## src/rtl/exp_filter_pkg.sv

```systemverilog
// Shared definitions for the exponential smoother family: FSM encoding, rounding helper
// and Q0.8 coefficient presets.
package exp_filter_pkg;

  localparam logic [1:0] ST_CLEAR = 2'd0;
  localparam logic [1:0] ST_RUN   = 2'd1;
  localparam logic [1:0] ST_DRAIN = 2'd2;

  typedef logic [1:0] fsm_state_t;

  // Presets assume COEF_W = 8 (alpha = coef / 256).
  localparam logic [7:0] ALPHA_0P01 = 8'd3;
  localparam logic [7:0] ALPHA_0P10 = 8'd26;
  localparam logic [7:0] ALPHA_0P50 = 8'd128;

  // Half an LSB of the Q0.coef_w product, used for round-half-up.
  function automatic int unsigned round_const(input int unsigned coef_w);
    return 32'd1 << (coef_w - 1);
  endfunction

endpackage

```

## src/rtl/exp_blend_unit.sv

```systemverilog
// Combinational blend: picks attack or decay alpha, computes the rounded weighted mix
// of new sample and stored value, clamps to the data range.
module exp_blend_unit #(
  parameter int DATA_W = 8,
  parameter int COEF_W = 8
) (
  input  logic [DATA_W-1:0] data,
  input  logic [DATA_W-1:0] old,
  input  logic [COEF_W-1:0] attack_coef,
  input  logic [COEF_W-1:0] decay_coef,
  output logic [DATA_W-1:0] y
);
  import exp_filter_pkg::*;

  localparam int SUM_W = DATA_W + COEF_W + 1;
  localparam logic [SUM_W-1:0] ONE   = SUM_W'(1) << COEF_W;
  localparam logic [SUM_W-1:0] RND   = SUM_W'(round_const(COEF_W));
  localparam logic [SUM_W-1:0] Y_MAX = SUM_W'((1 << DATA_W) - 1);

  logic [COEF_W-1:0] alpha;
  logic [SUM_W-1:0]  alpha_w;
  logic [SUM_W-1:0]  sum;
  logic [SUM_W-1:0]  shifted;

  always_comb begin
    alpha   = (data > old) ? attack_coef : decay_coef;
    alpha_w = SUM_W'(alpha);
    sum     = alpha_w * SUM_W'(data) + (ONE - alpha_w) * SUM_W'(old) + RND;
    shifted = sum >> COEF_W;
    y       = (shifted > Y_MAX) ? {DATA_W{1'b1}} : shifted[DATA_W-1:0];
  end

endmodule

```

## src/rtl/exp_smoother_bank.sv

```systemverilog
// Multi-bin asymmetric exponential smoother with 2-stage pipeline and clear sweep.
// Optional per-bin peak hold is built when the macro PEAK_HOLD_EN is defined.
module exp_smoother_bank
  import exp_filter_pkg::*;
#(
  parameter int DATA_W   = 8,
  parameter int NUM_BINS = 40,
  parameter int COEF_W   = 8,
  parameter int ADDR_W   = 6
`ifdef PEAK_HOLD_EN
  ,
  parameter int HOLD_UPDATES = 8
`endif
) (
  input  logic              clk,
  input  logic              rst,
  input  logic              clr,
  input  logic [COEF_W-1:0] attack_coef,
  input  logic [COEF_W-1:0] decay_coef,
  input  logic              in_valid,
  output logic              in_ready,
  input  logic [ADDR_W-1:0] in_addr,
  input  logic [DATA_W-1:0] in_data,
  output logic              out_valid,
  input  logic              out_ready,
  output logic [ADDR_W-1:0] out_addr,
  output logic [DATA_W-1:0] out_data,
`ifdef PEAK_HOLD_EN
  output logic [DATA_W-1:0] out_peak,
`endif
  output fsm_state_t        fsm_state
);

  localparam logic [ADDR_W:0]   BIN_LIMIT = (ADDR_W + 1)'(NUM_BINS);
  localparam logic [ADDR_W-1:0] LAST_BIN  = ADDR_W'(NUM_BINS - 1);

  fsm_state_t        state;
  logic [ADDR_W-1:0] cnt;
  logic [DATA_W-1:0] bin_mem [NUM_BINS];

  logic              s1_valid;
  logic [ADDR_W-1:0] s1_addr;
  logic [DATA_W-1:0] s1_data;
  logic [DATA_W-1:0] s1_old;
  logic [COEF_W-1:0] s1_attack;
  logic [COEF_W-1:0] s1_decay;

  logic              stall;
  logic              accept;
  logic              in_range;
  logic              s2_fire;
  logic              fwd;
  logic [DATA_W-1:0] old_mem;
  logic [DATA_W-1:0] old_next;
  logic [DATA_W-1:0] y;

  // Handshake: a transfer happens on an edge where valid && ready; valid must stay high and
  // payload stable until that edge; ready may depend on state and out_ready only.
  always_comb begin
    stall    = out_valid && !out_ready;
    in_ready = (state == ST_RUN) && !stall;
    accept   = in_valid && in_ready;
    in_range = {1'b0, in_addr} < BIN_LIMIT;
    s2_fire  = s1_valid && !stall;
    fwd      = s2_fire && (s1_addr == in_addr);
    old_mem  = '0;
    if (in_range) old_mem = bin_mem[in_addr];
    old_next = fwd ? y : old_mem;
  end

  assign fsm_state = state;

  exp_blend_unit #(
    .DATA_W(DATA_W),
    .COEF_W(COEF_W)
  ) u_blend (
    .data       (s1_data),
    .old        (s1_old),
    .attack_coef(s1_attack),
    .decay_coef (s1_decay),
    .y          (y)
  );

`ifdef PEAK_HOLD_EN
  localparam int HOLD_W = $clog2(HOLD_UPDATES + 1);

  logic [DATA_W-1:0] peak_mem [NUM_BINS];
  logic [HOLD_W-1:0] hold_mem [NUM_BINS];
  logic [DATA_W-1:0] s1_peak;
  logic [HOLD_W-1:0] s1_hold;
  logic [DATA_W-1:0] peak_new;
  logic [HOLD_W-1:0] hold_new;
  logic [DATA_W-1:0] peak_next;
  logic [HOLD_W-1:0] hold_next;
  logic [DATA_W-1:0] peak_dec;

  always_comb begin
    peak_dec = s1_peak - 1'b1;
    if (y >= s1_peak) begin
      peak_new = y;
      hold_new = HOLD_W'(HOLD_UPDATES);
    end else if (s1_hold != '0) begin
      peak_new = s1_peak;
      hold_new = s1_hold - 1'b1;
    end else begin
      peak_new = (peak_dec > y) ? peak_dec : y;
      hold_new = '0;
    end
    peak_next = '0;
    hold_next = '0;
    if (fwd) begin
      peak_next = peak_new;
      hold_next = hold_new;
    end else if (in_range) begin
      peak_next = peak_mem[in_addr];
      hold_next = hold_mem[in_addr];
    end
  end
`endif

  always_ff @(posedge clk or posedge rst) begin
    if (rst) begin
      state <= ST_CLEAR;
      cnt   <= '0;
    end else begin
      case (state)
        ST_CLEAR: begin
          if (clr) begin
            cnt <= '0;
          end else if (cnt == LAST_BIN) begin
            state <= ST_RUN;
            cnt   <= '0;
          end else begin
            cnt <= cnt + 1'b1;
          end
        end
        ST_RUN: if (clr) state <= ST_DRAIN;
        ST_DRAIN: begin
          if (!s1_valid && (!out_valid || out_ready)) begin
            state <= ST_CLEAR;
            cnt   <= '0;
          end
        end
        default: state <= ST_CLEAR;
      endcase
    end
  end

  always_ff @(posedge clk or posedge rst) begin
    if (rst) begin
      s1_valid  <= 1'b0;
      s1_addr   <= '0;
      s1_data   <= '0;
      s1_old    <= '0;
      s1_attack <= '0;
      s1_decay  <= '0;
      out_valid <= 1'b0;
      out_addr  <= '0;
      out_data  <= '0;
`ifdef PEAK_HOLD_EN
      s1_peak   <= '0;
      s1_hold   <= '0;
      out_peak  <= '0;
`endif
    end else if (!stall) begin
      out_valid <= s1_valid;
      if (s1_valid) begin
        out_addr <= s1_addr;
        out_data <= y;
`ifdef PEAK_HOLD_EN
        out_peak <= peak_new;
`endif
      end
      // Out-of-range bins are taken off the input but never enter the pipe.
      s1_valid <= accept && in_range;
      if (accept) begin
        s1_addr   <= in_addr;
        s1_data   <= in_data;
        s1_old    <= old_next;
        s1_attack <= attack_coef;
        s1_decay  <= decay_coef;
`ifdef PEAK_HOLD_EN
        s1_peak   <= peak_next;
        s1_hold   <= hold_next;
`endif
      end
    end
  end

  always_ff @(posedge clk) begin
    if (state == ST_CLEAR && !clr) begin
      bin_mem[cnt] <= '0;
`ifdef PEAK_HOLD_EN
      peak_mem[cnt] <= '0;
      hold_mem[cnt] <= '0;
`endif
    end
    if (s2_fire) begin
      bin_mem[s1_addr] <= y;
`ifdef PEAK_HOLD_EN
      peak_mem[s1_addr] <= peak_new;
      hold_mem[s1_addr] <= hold_new;
`endif
    end
  end

endmodule

```

## config.mk

```make
export PLATFORM = sky130hd
export DESIGN_NAME = exp_smoother_bank
export DESIGN_NICKNAME = d
export VERILOG_FILES = /design/src/rtl/exp_filter_pkg.sv /design/src/rtl/exp_blend_unit.sv /design/src/rtl/exp_smoother_bank.sv
export SDC_FILE = /design/constraint.sdc
export NUM_CORES = 1
export LEC_CHECK = 0
export ABC_AREA = 1
export ABC_CLOCK_PERIOD_IN_PS = 11800
export CAP_MARGIN = 20
export CORE_ASPECT_RATIO = 0.8
export CORE_MARGIN = 2
export CORE_UTILIZATION = 54
export CTS_BUF_LIST = sky130_fd_sc_hd__clkbuf_16
export DETAILED_ROUTE_END_ITERATION = 6
export HOLD_SLACK_MARGIN = 0.08
export PLACE_DENSITY = 0.76
export SETUP_SLACK_MARGIN = 0.05
export SLEW_MARGIN = 20
export SYNTH_ARGS = -nofsm -noshare
export SYNTH_HDL_FRONTEND = slang
export SYNTH_SLANG_ARGS = --single-unit
```

## constraint.sdc

```tcl
create_clock -name clk -period 11.8 [get_ports clk]
set_input_delay 3.54 -clock clk [delete_from_list [all_inputs] [get_ports clk]]
set_output_delay 3.54 -clock clk [all_outputs]
set_load 0.05 [all_outputs]
```

==> images/m2.png <==
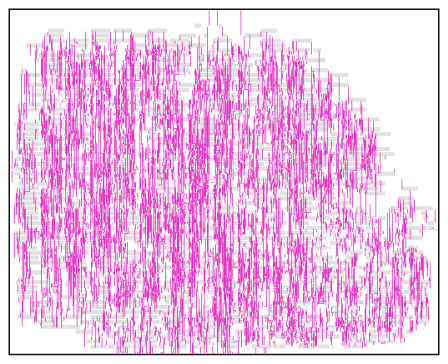
wire length on this layer = 27.7 mm
longest straight run = 57.8 µm

==> images/ff_map.png <==
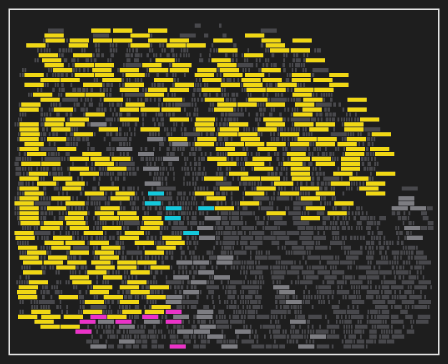
bin_mem -> yellow  # sequential cells 320, where all over the die
s1_addr -> cyan  # sequential cells 6
s1_decay -> magenta  # sequential cells 8

==> state kept, by name, summed over array words and instances, names as in the netlist, 2 cells and up <==
signal     flops
s1_decay       8
out_data       8
bin_mem      320
s1_data        8
s1_old         8
fsm_state      2
s1_attack      8
s1_addr        6
cnt            6
out_addr       6
==> cells in the mapped netlist (13+ instances only) <==
cell type  number
o221ai_1       16
nand2_1       483
clkbuf_1       63
o211ai_1       15
nand4_1        13
o21ai_0       267
buf_4          14
buf_2          28
nand3_1        25
dfrtp_1        62
nor3_1         18
o22ai_1        68
nor2_1        419
a21oi_1        32
edfxtp_1      320
fa_1          102
ha_1           76
inv_1         535
==> worst reg2reg max path: cells and delay by family (launching register included) <==
kind	cells	cell delay [ps]
compound gates	3	940
xor+xnor	1	200
fa+ha+maj	8	3710
buf+inv	8	970
flops	1	430
simple gates	16	2620
==> layout make-up <==
type	instances	area, µm²	area share
Inverter	550	2070	0.0817
Timing Repair Buffer	78	701	0.0277
Clock buffer	40	1000	0.0396
Sequential cell	382	11200	0.441
Multi-Input combinational cell	1601	9430	0.373
Tap cell	552	691	0.0273
Clock inverter	31	249	0.00984
==> kinds of logic (layout without fill, tap and decap cells) <==
group,after synthesis,count (layout),synth area share
AOI/OAI and AO/OA,426,426,0.103
xor gates and xnor gates,17,17,0.00754
adders and majority gates,178,178,0.129
buffers and inverters,667,699,0.114
DFF,382,382,0.480
and+or+nand+nor,980,980,0.167
==> path summary, 6_finish.rpt <==
path | from | to | slack (ps) | depth (start not counted)
setup / recovery | s1_old[5] | bin_mem[11][0] | 2670 | 36
hold / removal | out_addr[4] | out_addr[4] | 480 | 2
setup reg to reg | s1_old[5] | bin_mem[11][0] | 2670 | 36
hold reg to reg | out_addr[4] | out_addr[4] | 480 | 2
max in group asynchronous | rst | out_data[4] | 7670 | 3
min in group asynchronous | rst | s1_attack[2] | 3540 | 3
==> metrics by stage <==
stage / utilization / hold WS (ps) / area, µm² / std cells
after global placement: 0.570 / 465 / 24000 / 3161
after global routing: 0.600 / 505 / 25300 / 3234
final: 0.600 / 484 / 25300 / 3234
after floorplan: - / 449 / 23200 / 2650
after CTS: 0.600 / 483 / 25300 / 3233
after detailed placement: 0.570 / 468 / 24000 / 3162
==> routing by layer <==
layer,GRT usage,part of all wire,up-vias
li1,-,-,8385
met1,0.423,0.42,8704
met2,0.439,0.43,1093
met3,0.0658,0.12,120
met4,0.0728,0.024,0
met5,0,0,-
==> impl_metrics.py <==
# Generated from Yosys and OpenROAD reports
metrics = {
    "routing": {
        "drt-initial-drc-count": 2180,
        "avgRoutedWirePerCell_um": 19.7,
        "drc_errors": 0,
        "vias": 18300,
        "first_pass_iters": 6,
        "drtAntennaViolNets": 0,
        "wirelength_um": 63800,
        "vias_per_cell": 5.66,
    },
    "cts": {
        "path_clk_slew_ps": 60,
        "cts_setup_buffers": 0,
        "cts_resized": 0,
        "htree_levels": 2,
        "clock_path_buffers": 3,
        "cts_buffers": 40,
        "root_buffer": "clkbuf_16",
        "cts_tree": "done",
        "cts_hold_buffers": 0,
        "clock-sinks": 382,
        "insertion_delay_ps": 590,
    },
    "synthesis": {
        "ys_seq_frac": 0.480,
        "edf_count": 320,
        "syn_nets": 2863,
        "ys.flop_type": "edfxtp_1",
        "synth.avg_cell_area_um2": 8.77,
        "yosysCellCount": 2650,
        "yosysWarnings": 0,
        "ys_chip_area_mm2": 0.0232,
        "synth_top_cell_by_area": "edfxtp_1",
        "yosysTopAreaCellShare": 0.414,
        "topCellsByArea": "edfxtp_1 (41%), fa_1 (8.8%), inv_1 (8.6%)",
        "async_flop_share": 0.162,
        "yosys.cell_types.count": 50,
        "synth_area_mm2": 0.0232,
        "synth-seq-cells": 382,
        "synth_cells": 2650,
    },
    "global_routing": {
        "track_usage": 0.290,
        "grt_max_degree": 92,
        "grt-ovfl-total": 0,
        "grt_pass1_vias": 17800,
        "grt_first_pass_wirelength_um": 100000,
        "antenna_found_initial": 0,
    },
    "final_timing": {
        "hold_viol_final": 0,
        "drv_slew": 0,
        "finalSetupViolCount": 0,
        "worst-slew-pin-transition_ps": 1150,
        "skew_ps": 37.8,
        "setup_tns_ps": 0,
        "finalWorstPathRequiredPeriod_ps": 9130,
        "relSlewSlack": 0.222,
        "period_used_share": 0.774,
        "rsz0062_at_grt": "no",
        "fmax_mhz": 109,
        "fin_ws_ps": 2670,
    },
    "floorplan": {
        "die_h_um": 190,
        "die_x_um": 236,
        "coreArea_mm2": 0.0422,
        "chip_area_mm2": 0.0447,
        "initial_utilization": 0.551,
        "ios": 53,
        "row_count": 67,
    },
    "critical_path": {
        "endpoint_kind": "flip-flop",
        "cp_slowest_cell": "nand2_2",
        "path_buffers": 8,
        "cp_common_cell": "fa_1",
        "worstPathMaxFanout": 41,
        "cp-start-kind": "flip-flop",
        "max_stage_delay_ps": 690,
        "critical-path-top-delay-family": "adder cells",
        "path_class": "reg -> reg",
        "crit_arrival_ps": 9440,
        "required_ps": 12110,
    },
    "cells_and_area": {
        "drive_above_1_share": 0.0459,
        "lay_top_cells": "inv_1 (542), nand2_1 (482), nor2_1 (419)",
        "nFillCells": 3527,
        "nNetsFinal": 2866,
        "layout_top_cell": "inv_1",
        "syn2layout_area_growth_pct": 8.91,
        "insertedDiodeCount": 0,
    },
    "outcome": {
        "status": "completed",
    },
    "place": {
        "io_buffers": 52,
        "place_hpwl_um": 44800,
        "place_congestion": 1.09,
        "pre_cts_ws_ps": 2810,
    },
    "flow_run": {
        "warnings": 26,
        "maxCapViolations": 0,
    },
    "worst_hold_path": {
        "hold_class": "reg -> reg",
    },
}
